$ cat config.mk
export PLATFORM = sky130hd
export DESIGN_NAME = muldiv_ctrl
export DESIGN_NICKNAME = d
export VERILOG_FILES = /design/src/rtl/muldiv_ctrl.sv
export SDC_FILE = /design/constraint.sdc
export NUM_CORES = 1
export LEC_CHECK = 0
export CAP_MARGIN = 20
export CORE_MARGIN = 5
export CORE_UTILIZATION = 62
export DETAILED_ROUTE_END_ITERATION = 7
export GPL_ROUTABILITY_DRIVEN = 0
export PLACE_DENSITY = 0.87
export SLEW_MARGIN = 20
export SYNTH_ARGS = -nofsm -noshare
export SYNTH_HDL_FRONTEND = slang
export SYNTH_SLANG_ARGS = --single-unit
$ cat constraint.sdc
create_clock -name clk -period 17.35 [get_ports clk]
set_input_delay 3.47 -clock clk [delete_from_list [all_inputs] [get_ports clk]]
set_output_delay 3.47 -clock clk [all_outputs]
set_load 0.1 [all_outputs]
$ cat src/rtl/muldiv_ctrl.sv
// Iterative multiply/divide sequencer owning the HI/LO registers.
// One shift-add (multiply) or restoring-divide step per clock on operand
// magnitudes, followed by a single sign-fixup cycle that commits HI/LO.
module muldiv_ctrl #(
   parameter int WIDTH = 32
) (
   input  logic             clk,
   input  logic             rst,
   input  logic             start_i,
   input  logic [1:0]       op_i,
   input  logic [WIDTH-1:0] a_i,
   input  logic [WIDTH-1:0] b_i,
   input  logic             rd_hilo_i,
   input  logic             wr_hi_i,
   input  logic             wr_lo_i,
   input  logic [WIDTH-1:0] wr_data_i,
   output logic             busy_o,
   output logic             stall_o,
   output logic             done_o,
   output logic [WIDTH-1:0] hi_o,
   output logic [WIDTH-1:0] lo_o
);

   localparam int CW = (WIDTH > 1) ? $clog2(WIDTH) : 1;

   localparam logic [1:0] S_IDLE = 2'd0;
   localparam logic [1:0] S_RUN  = 2'd1;
   localparam logic [1:0] S_FIX  = 2'd2;

   logic [1:0]         state_q, state_d;
   logic [1:0]         op_q, op_d;
   logic               sa_q, sa_d, sb_q, sb_d, bz_q, bz_d;
   logic [CW-1:0]      cnt_q, cnt_d;
   // Multiply: {partial product high, multiplier/product low}.
   // Divide:   {partial remainder, dividend shifting into quotient}.
   logic [2*WIDTH-1:0] acc_q, acc_d;
   logic [WIDTH-1:0]   m_q, m_d;      // multiplicand or divisor magnitude
   logic [WIDTH-1:0]   hi_q, hi_d, lo_q, lo_d;
   logic               done_q, done_d;

   logic               a_neg, b_neg;
   logic [WIDTH-1:0]   a_mag, b_mag;
   logic [WIDTH:0]     mul_sum, div_sh, div_diff;
   logic [2*WIDTH-1:0] mul_nxt, div_nxt, prod;
   logic [WIDTH-1:0]   quo, rem, div_lo, div_hi;

   // Operand conditioning and one datapath step for each operation.
   always_comb begin
      a_neg    = ~op_i[0] & a_i[WIDTH-1];
      b_neg    = ~op_i[0] & b_i[WIDTH-1];
      a_mag    = a_neg ? -a_i : a_i;
      b_mag    = b_neg ? -b_i : b_i;
      mul_sum  = {1'b0, acc_q[2*WIDTH-1:WIDTH]} + (acc_q[0] ? {1'b0, m_q} : '0);
      mul_nxt  = {mul_sum, acc_q[WIDTH-1:1]};
      div_sh   = {acc_q[2*WIDTH-1:WIDTH], acc_q[WIDTH-1]};
      div_diff = div_sh - {1'b0, m_q};
      div_nxt  = div_diff[WIDTH] ? {div_sh[WIDTH-1:0], acc_q[WIDTH-2:0], 1'b0}
                                 : {div_diff[WIDTH-1:0], acc_q[WIDTH-2:0], 1'b1};
      // Sign flags are only set for signed ops, so no op check is needed here.
      prod     = (sa_q ^ sb_q) ? -acc_q : acc_q;
      quo      = acc_q[WIDTH-1:0];
      rem      = acc_q[2*WIDTH-1:WIDTH];
      // Divide by zero leaves remainder = |a|; negating by sa restores a as issued.
      div_lo   = bz_q ? '1 : ((sa_q ^ sb_q) ? -quo : quo);
      div_hi   = sa_q ? -rem : rem;
   end

   // Next-state: issue, iterate, commit, and MTHI/MTLO when idle.
   always_comb begin
      state_d = state_q;
      op_d    = op_q;
      sa_d    = sa_q;
      sb_d    = sb_q;
      bz_d    = bz_q;
      cnt_d   = cnt_q;
      acc_d   = acc_q;
      m_d     = m_q;
      hi_d    = hi_q;
      lo_d    = lo_q;
      done_d  = 1'b0;
      case (state_q)
         S_IDLE: begin
            if (start_i) begin
               state_d = S_RUN;
               op_d    = op_i;
               sa_d    = a_neg;
               sb_d    = b_neg;
               bz_d    = op_i[1] & (b_i == '0);
               cnt_d   = '0;
               if (op_i[1]) begin
                  acc_d = {{WIDTH{1'b0}}, a_mag};
                  m_d   = b_mag;
               end else begin
                  acc_d = {{WIDTH{1'b0}}, b_mag};
                  m_d   = a_mag;
               end
            end else begin
               if (wr_hi_i) hi_d = wr_data_i;
               if (wr_lo_i) lo_d = wr_data_i;
            end
         end
         S_RUN: begin
            acc_d = op_q[1] ? div_nxt : mul_nxt;
            cnt_d = cnt_q + CW'(1);
            if (cnt_q == CW'(WIDTH-1)) state_d = S_FIX;
         end
         S_FIX: begin
            state_d = S_IDLE;
            done_d  = 1'b1;
            if (op_q[1]) begin
               hi_d = div_hi;
               lo_d = div_lo;
            end else begin
               hi_d = prod[2*WIDTH-1:WIDTH];
               lo_d = prod[WIDTH-1:0];
            end
         end
         default: state_d = S_IDLE;
      endcase
   end

   // State registers; asynchronous reset aborts any operation in flight.
   always_ff @(posedge clk or posedge rst) begin
      if (rst) begin
         state_q <= S_IDLE;
         op_q    <= '0;
         sa_q    <= 1'b0;
         sb_q    <= 1'b0;
         bz_q    <= 1'b0;
         cnt_q   <= '0;
         acc_q   <= '0;
         m_q     <= '0;
         hi_q    <= '0;
         lo_q    <= '0;
         done_q  <= 1'b0;
      end else begin
         state_q <= state_d;
         op_q    <= op_d;
         sa_q    <= sa_d;
         sb_q    <= sb_d;
         bz_q    <= bz_d;
         cnt_q   <= cnt_d;
         acc_q   <= acc_d;
         m_q     <= m_d;
         hi_q    <= hi_d;
         lo_q    <= lo_d;
         done_q  <= done_d;
      end
   end

   assign busy_o  = (state_q != S_IDLE);
   assign stall_o = busy_o & (rd_hilo_i | start_i | wr_hi_i | wr_lo_i);
   assign done_o  = done_q;
   assign hi_o    = hi_q;
   assign lo_o    = lo_q;

endmodule
==> qor.txt <==
endpoints failing hold: 0
first-pass GRT wire length: 74.0 mm
critical path required time: 13880 ps
top metal layer carrying routed signals: met4
total of buffers placed on input and output ports: 170
unrepaired setup endpoints after global routing: false
Worst Setup End Kind: output pin
Setup TNS: 0 ps
largest net degree at the start of global routing: 100
share of layout cells above drive strength 1: 5.16%
final worst path period share: 51.3%
Combinational Area: 9730 um^2
hold-critical path endpoint: m_q[2]
Critical Path Sink: stall_o
Signal buf overhead: 10.5%
clock tree from TritonCTS: done
number of cells in the yosys synthesis report: 1813
post-CTS setup buffer count: 0
Vias/cell: 6.67
endpoint of the lowest-slack register-to-register path: acc_q[57]
final cell count without fillers: 2238
later-pin clock latency in the skew report: 450 ps
Initial DRC Count: 2390
number of clock sinks: 172
count of instances resized after the clock tree is built: 0
non-clock inverter count: 65
post-synth top area share: 29.4%
routing usage on met2: 52.8%
number of buffers other than clock buffers in the final layout: 184
first-pass iteration count of the detailed router: 8
max-capacitance violation count: 0
outcome: complete, no violations
share of flip-flops with an asynchronous set or reset after synthesis: 100%
initial antenna violation count: 0
estimated wirelength of the detail-placed design: 35.0 mm
type of the worst setup path: in -> out
[cells by family after synthesis]
| kind of cell | after synthesis | share of synthesized area, % |
|---|---|---|
| compound gates | 600 | 25.9 |
| simple gates | 538 | 17.8 |
| buf+inv | 175 | 4.61 |
| flops | 172 | 29.4 |
| xor+xnor | 168 | 10.0 |
| mux | 88 | 6.05 |
| fa+ha+maj | 72 | 6.25 |
[flip-flops by register name, summed over array words and instances, names as in the netlist]
signal / flops
acc_q: 64
hi_o: 32
lo_o: 32
m_q: 32
cnt_q: 5
state_q: 2
bz_q: 1
done_o: 1
op_q: 1
sa_q: 1
sb_q: 1
[critical path: stages]
cell,delay (ps)
clkdlybuf4s50_1,530
nor4_1,380
nor2_1,70
clkdlybuf4s50_1,970
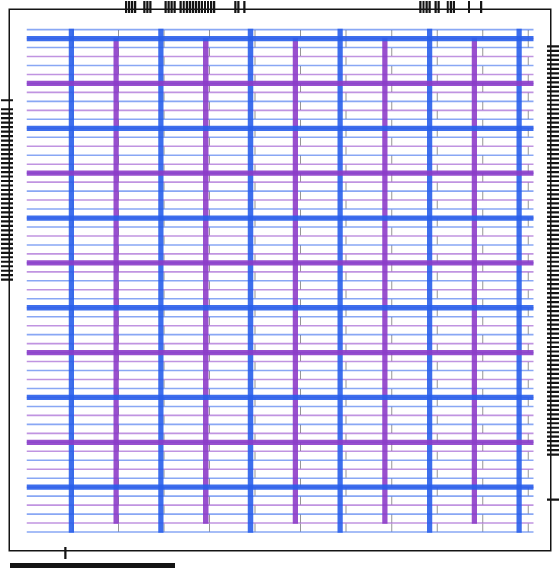
floorplan.png
Scale bar: 50 um. Pins as bars on the die edge. Tap cells in grey.
[VDD] purple
[VSS] blue
met5 straps: 11
rows: 56
tap cells: 319
met4 straps: 11
met1 rails: 57
chip width: 164 um
core outline area: 23400 um^2

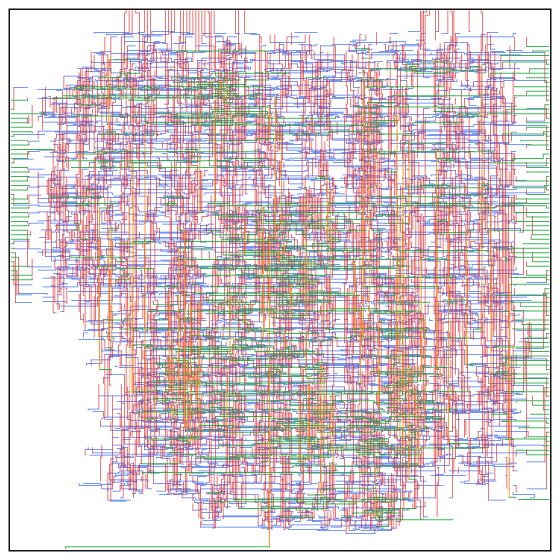
layers.png
[M4] orange | wire length: 2340 um
[M2] red | wire length: 20.7 mm
[M1] blue | wire length: 18200 um
[M3] green | wire length: 6050 um
detailed-route wire length: 47.3 mm
Overall Global Routing Usage: 34.7%
routed via count: 14900
Routed WL per cell: 21.2 um

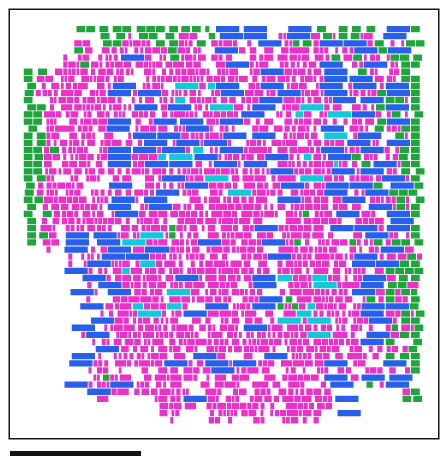
class_map.png
Scale bar: 50 um.
[remaining logic cells] magenta | cells: 1531
[clock drivers and dummy loads] cyan | cells: 32
[remaining buffers and delay cells] green | cells: 184
[registers] blue | cells: 172
num rows: 56
Util after Layout: 73.0%
share of the final layout cell area in sequential cells: 25.2%
post-route design area: 17100 um^2

